**Signal wires on met2**

Scale bar: 20 um.
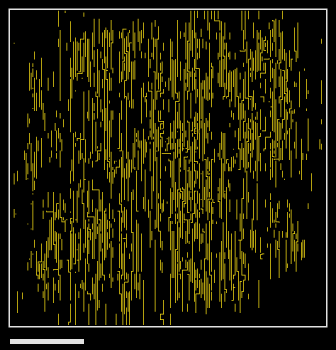
**Track usage over the die**

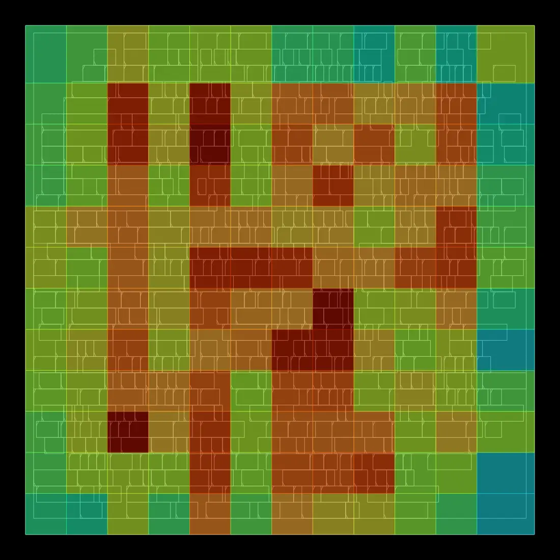
**Gate-type map**

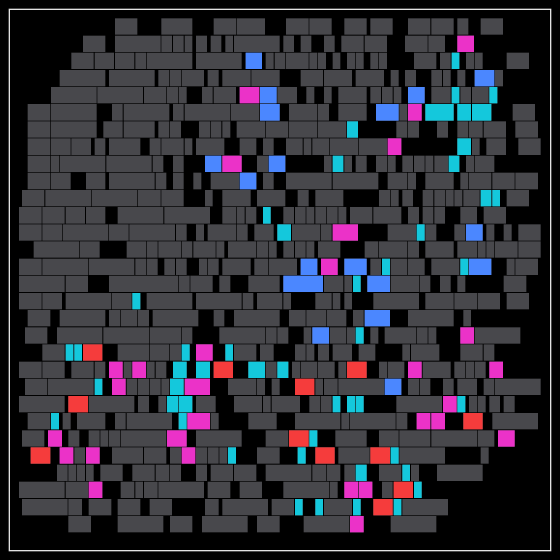
**M3 wires**

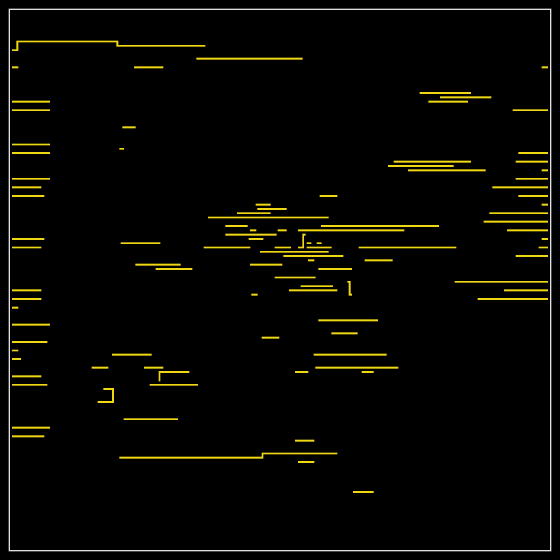
**Sequential cells grouped by signal name**

Scale bar: 20 um. Other sequential cells in the stronger gray, the rest of the logic in the fainter gray.
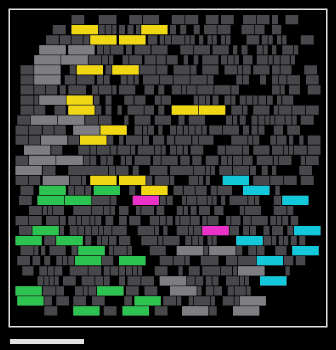
File: src/rtl/spike_detector_thr.sv
// Threshold spike detector: flags each over-threshold excursion with its peak magnitude,
// then holds off for DEAD_TIME samples. Optional SPIKE_DET_TIMESTAMP_EN adds a TIMESTAMP output.
module spike_detector_thr #(
  parameter int BITWIDTH    = 16,
  parameter bit SIGNED_DATA = 1'b1,
  parameter int DEAD_TIME   = 32,
  parameter int MAX_WIDTH   = 64,
  parameter int CNT_WIDTH   = 16
) (
  input  logic                 CLK,
  input  logic                 nRST,
  input  logic                 EN,
  input  logic                 DATA_VALID_IN,
  input  logic [BITWIDTH-1:0]  DATA_IN,
  input  logic [BITWIDTH-2:0]  THRESHOLD,
  output logic                 SPIKE_FLAG,
  output logic [BITWIDTH-2:0]  PEAK_OUT,
  output logic [CNT_WIDTH-1:0] SPIKE_CNT,
  output logic                 BUSY
`ifdef SPIKE_DET_TIMESTAMP_EN
  ,
  output logic [31:0]          TIMESTAMP
`endif
);

  typedef enum logic [1:0] {S_IDLE, S_ARMED, S_PEAK, S_DEAD} state_t;

  localparam logic [7:0] LP_MAX_WIDTH = 8'(MAX_WIDTH);
  localparam logic [7:0] LP_DEAD_TIME = 8'(DEAD_TIME);

  state_t               r_state;
  logic                 r_flag;
  logic                 r_busy;
  logic [BITWIDTH-2:0]  r_peak;
  logic [BITWIDTH-2:0]  r_peak_out;
  logic [CNT_WIDTH-1:0] r_spike_cnt;
  logic [7:0]           r_width_cnt;
  logic [7:0]           r_dead_cnt;

  logic [BITWIDTH-1:0]  w_sample;
  logic [BITWIDTH-1:0]  w_neg;
  logic [BITWIDTH-2:0]  w_mag;
  logic [BITWIDTH-2:0]  w_peak_max;
  logic [BITWIDTH-2:0]  w_end_peak;
  logic [7:0]           w_width_next;
  logic [7:0]           w_dead_next;
  logic                 w_valid;
  logic                 w_above;
  logic                 w_start;
  logic                 w_end;

  // Offset-binary becomes two's complement by flipping the MSB (subtracting midscale).
  // NOTE: every signal written in always_comb gets a value on every path, so no latch is inferred.
  always_comb begin
    w_sample = SIGNED_DATA ? DATA_IN : {~DATA_IN[BITWIDTH-1], DATA_IN[BITWIDTH-2:0]};
    w_neg    = -w_sample;
    w_mag    = w_sample[BITWIDTH-2:0];
    if (w_sample[BITWIDTH-1]) begin
      if (w_sample[BITWIDTH-2:0] == '0) w_mag = '1;
      else                              w_mag = w_neg[BITWIDTH-2:0];
    end
  end

  assign w_valid      = EN && DATA_VALID_IN;
  assign w_above      = w_mag > THRESHOLD;
  assign w_peak_max   = (w_mag > r_peak) ? w_mag : r_peak;
  assign w_width_next = r_width_cnt + 8'd1;
  assign w_dead_next  = r_dead_cnt + 8'd1;
  assign w_start      = (r_state == S_ARMED) && w_valid && w_above;
  assign w_end        = ((r_state == S_PEAK) && w_valid &&
                         (!w_above || (w_width_next >= LP_MAX_WIDTH))) ||
                        (w_start && (LP_MAX_WIDTH <= 8'd1));
  assign w_end_peak   = (r_state == S_PEAK) ? w_peak_max : w_mag;

  // NOTE: reset is synchronous, so it lives inside the clocked block rather than its sensitivity list.
  // NOTE: sequential state uses non-blocking assignments so all registers update from pre-edge values.
  always_ff @(posedge CLK) begin
    if (!nRST) begin
      r_state     <= S_IDLE;
      r_flag      <= 1'b0;
      r_busy      <= 1'b0;
      r_peak      <= '0;
      r_peak_out  <= '0;
      r_spike_cnt <= '0;
      r_width_cnt <= '0;
      r_dead_cnt  <= '0;
    end else begin
      r_flag <= 1'b0;
      if (!EN) begin
        r_state <= S_IDLE;
        r_busy  <= 1'b0;
      end else if (w_end) begin
        r_flag     <= 1'b1;
        r_peak     <= w_end_peak;
        r_peak_out <= w_end_peak;
        if (r_spike_cnt != '1) r_spike_cnt <= r_spike_cnt + 1'b1;
        r_dead_cnt <= '0;
        r_state    <= S_DEAD;
        r_busy     <= 1'b1;
      end else begin
        case (r_state)
          S_IDLE: begin
            r_state <= S_ARMED;
            r_busy  <= 1'b0;
          end
          S_ARMED: begin
            if (w_start) begin
              r_peak      <= w_mag;
              r_width_cnt <= 8'd1;
              r_state     <= S_PEAK;
              r_busy      <= 1'b1;
            end
          end
          S_PEAK: begin
            if (w_valid) begin
              r_peak      <= w_peak_max;
              r_width_cnt <= w_width_next;
            end
          end
          S_DEAD: begin
            // Samples during dead time only advance the hold-off counter.
            if (w_valid) begin
              r_dead_cnt <= w_dead_next;
              if (w_dead_next >= LP_DEAD_TIME) begin
                r_state <= S_ARMED;
                r_busy  <= 1'b0;
              end
            end
          end
          default: begin
            r_state <= S_IDLE;
            r_busy  <= 1'b0;
          end
        endcase
      end
    end
  end

  assign SPIKE_FLAG = r_flag;
  assign PEAK_OUT   = r_peak_out;
  assign SPIKE_CNT  = r_spike_cnt;
  assign BUSY       = r_busy;

`ifdef SPIKE_DET_TIMESTAMP_EN
  logic [31:0] r_sample_cnt;
  logic [31:0] r_ts_start;
  logic [31:0] r_timestamp;

  // Each event is stamped with the sample index of the sample that opened it.
  always_ff @(posedge CLK) begin
    if (!nRST) begin
      r_sample_cnt <= '0;
      r_ts_start   <= '0;
      r_timestamp  <= '0;
    end else begin
      if (w_valid) r_sample_cnt <= r_sample_cnt + 32'd1;
      if (w_start) r_ts_start <= r_sample_cnt;
      if (w_end)   r_timestamp <= (r_state == S_PEAK) ? r_ts_start : r_sample_cnt;
    end
  end

  assign TIMESTAMP = r_timestamp;
`endif

endmodule

File: config.mk
export PLATFORM = sky130hd
export DESIGN_NAME = spike_detector_thr
export DESIGN_NICKNAME = d
export VERILOG_FILES = /design/src/rtl/spike_detector_thr.sv
export SDC_FILE = /design/constraint.sdc
export NUM_CORES = 1
export LEC_CHECK = 0
export CAP_MARGIN = 20
export CORE_MARGIN = 1
export CORE_UTILIZATION = 60
export CTS_BUF_LIST = sky130_fd_sc_hd__clkbuf_8
export DETAILED_ROUTE_END_ITERATION = 16
export HOLD_SLACK_MARGIN = 0.12
export PLACE_DENSITY_LB_ADDON = 0.25
export SLEW_MARGIN = 20
export SYNTH_ARGS = -nofsm -noshare
export SYNTH_HDL_FRONTEND = slang
export SYNTH_SLANG_ARGS = --single-unit
File: constraint.sdc
create_clock -name CLK -period 13.9 [get_ports CLK]
set_input_delay 2.78 -clock CLK [delete_from_list [all_inputs] [get_ports CLK]]
set_output_delay 2.78 -clock CLK [all_outputs]
set_load 0.02 [all_outputs]
==> results.toml <==
# synthesis and place-and-route metrics
[floorplanning]
rows = 30
die_w_um = 85.6
dieHeight_um = 85.6
initial_core_util_pct = 62.0
pin_count = 68
coreArea_um2 = 6760

[route]
ant_nets = 0
detail_route.first_pass.iterations = 5

[critical_path]
end_kind = "flip-flop"
critPathArrivalTime_ps = 8090
critPathMaxFanout = 16
required_ps = 14170

[clock_network]
clk_pin_slew_worst_paths_ps = 60
cts.sinks = 65
cts_setup_buffers = 0
clock_latency_ps = 350
cts_tree = "yes"

[timing]
layout_min_cycle_time_ps = 7820

[yosys]
ys_warn_count = 0
avgSynthCellArea_um2 = 8.03
topCellsByArea = "dfxtp_1 31%, ha_1 12%, a21oi_1 5.6%"
ff_type = "dfxtp_1"
synth_flops = 65
netlist_instances = 522
synth_top_area_share_pct = 31.0

[grt]
antenna_found_initial = 0
grt_max_degree = 31
grt_use_total_pct = 29.8

[outcome]
status = "completed"

[power]
p_leak_nw = 2.02
pwr-share-seq_pct = 44.8

[place]
gp_congestion = 0.847
Notes on 'signal wires on met2' above:
wire length on this layer: 4720 um
nets with wire on the layer: 573
longest straight run: 27.2 um
share of all routed wire: 45%
main direction: vertical
met2 GRT Util: 47.4%
routed vias: 4114

Notes on 'track usage over the die' above:
DR WL/cell: 15.9 um
global route hottest layer: met2

Notes on 'gate-type map' above:
| family | color | cells |
|---|---|---|
| AND-OR and OR-AND gates | blue | 18 |
| NOR gates | cyan | 49 |
| XOR/XNOR gates | red | 12 |
| AND and OR gates | magenta | 29 |
multi-input combinational area share: 51.7%
final cell count without fillers: 668
Commonest Layout Cell: clkdlybuf4s50_1

Notes on 'M3 wires' above:
share of all routed wire: 5.8%
main direction: horizontal
routed wire length: 10600 um
GR Layer Usage met3: 5.10%

Notes on 'sequential cells grouped by signal name' above:
| name in the netlist | color | flops |
|---|---|---|
| r_state | magenta | 2 |
| SPIKE_CNT | green | 16 |
| r_peak | yellow | 15 |
| r_width_cnt | cyan | 8 |
not colored: 24
Seq area share: 25.5%
sequential cell area: 1300 um^2
total sequential power: 0.000188 W
Final Util: 75.7%

-- metrics by stage --
step	area [um^2]	instances	hold WS, ps	setup slack, ps	total power (W)
floorplan	4190	522	452	7100	0.000232
global placement	4900	652	446	6220	0.000253
detailed placement	4900	652	446	5700	0.000256
CTS	5110	668	471	5950	0.000420
global route	5110	668	487	5660	0.000438
finish	5110	668	469	6080	0.000421
-- logic make-up after synthesis --
kind of cell	after synthesis	synth area share (%)
simple gates	167	20.6
compound gates	152	23.1
buf+inv	66	6.09
flops	65	31.0
fa+ha+maj	39	11.6
mux	21	5.04
xor+xnor	12	2.51
-- sequential cells by signal, indices dropped and copies added, names as in the netlist --
signal,flops
SPIKE_CNT,16
PEAK_OUT,15
r_peak,15
r_dead_cnt,8
r_width_cnt,8
r_state,2
SPIKE_FLAG,1
-- worst max-delay path, stage by stage --
cell and delay [ps]:
clkdlybuf4s50_1 550, nor4_1 480, nand4_1 260, nor4_2 650
o21ai_0 170, o21ai_0 560, ha_1 380, a21oi_1 150
o21ai_0 150, or3_4 390, o211a_4 290, nor2_1 420
nand3_1 540, o2bb2ai_1 300
-- worst paths after layout --
check                                                  from                        to  slack, ps  depth (start not counted)
worst max-delay path                             DATA_IN[6]  PEAK_OUT[0]$_SDFFE_PN0P_       6080                         14
worst min-delay path               PEAK_OUT[5]$_SDFFE_PN0P_  PEAK_OUT[5]$_SDFFE_PN0P_        470                          1
worst max register to register  r_width_cnt[0]$_SDFFE_PN0P_  PEAK_OUT[0]$_SDFFE_PN0P_      10990                          7
worst min register to register     PEAK_OUT[5]$_SDFFE_PN0P_  PEAK_OUT[5]$_SDFFE_PN0P_        470                          1
-- power groups by stage --
stage / Combinational, W / Clock (W) / Sequential, W
floorplan: 0.0000399 / 0 / 0.000192
global route: 0.0000723 / 0.000177 / 0.000188
detailed placement: 0.0000635 / 0 / 0.000193
CTS: 0.0000639 / 0.000167 / 0.000188
global placement: 0.0000607 / 0 / 0.000193
finish: 0.0000651 / 0.000167 / 0.000188
-- placed cells by master (no fill, tap or decap), types with 8 or more instances in the layout --
cell type	synthesis	layout
nand4_1	9	9
and3_1	8	8
o2bb2ai_1	15	15
inv_1	47	48
ha_1	39	39
clkdlybuf4s50_1	0	67
a21oi_1	47	45
or3_1	9	9
nor2_1	32	32
clkbuf_8	0	11
nand3_1	31	31
nand2_1	41	41
dfxtp_1	65	65
o21ai_0	45	45
mux2i_1	20	20
-- routing by layer --
| layer | vias up | share of wire [%] | track usage [%] |
|---|---|---|---|
| met4 | 0 | 1.9 | 12.3 |
| met2 | 145 | 45 | 47.4 |
| met5 | - | 0 | 0 |
| met3 | 27 | 5.8 | 5.10 |
| met1 | 1915 | 48 | 40.2 |
| li1 | 2027 | - | - |
-- cell type report --
class                      instances  area (um^2)
sequential                        65         1300
clock inverter                     5         55.1
timing repair buffer              69          686
clock buffer                      11          151
tap                               80          100
inverter                          47          176
multi-input combinational        391         2640
fill                             494         1640
Power figures rest on the tool's default switching activity, not on a simulated workload.
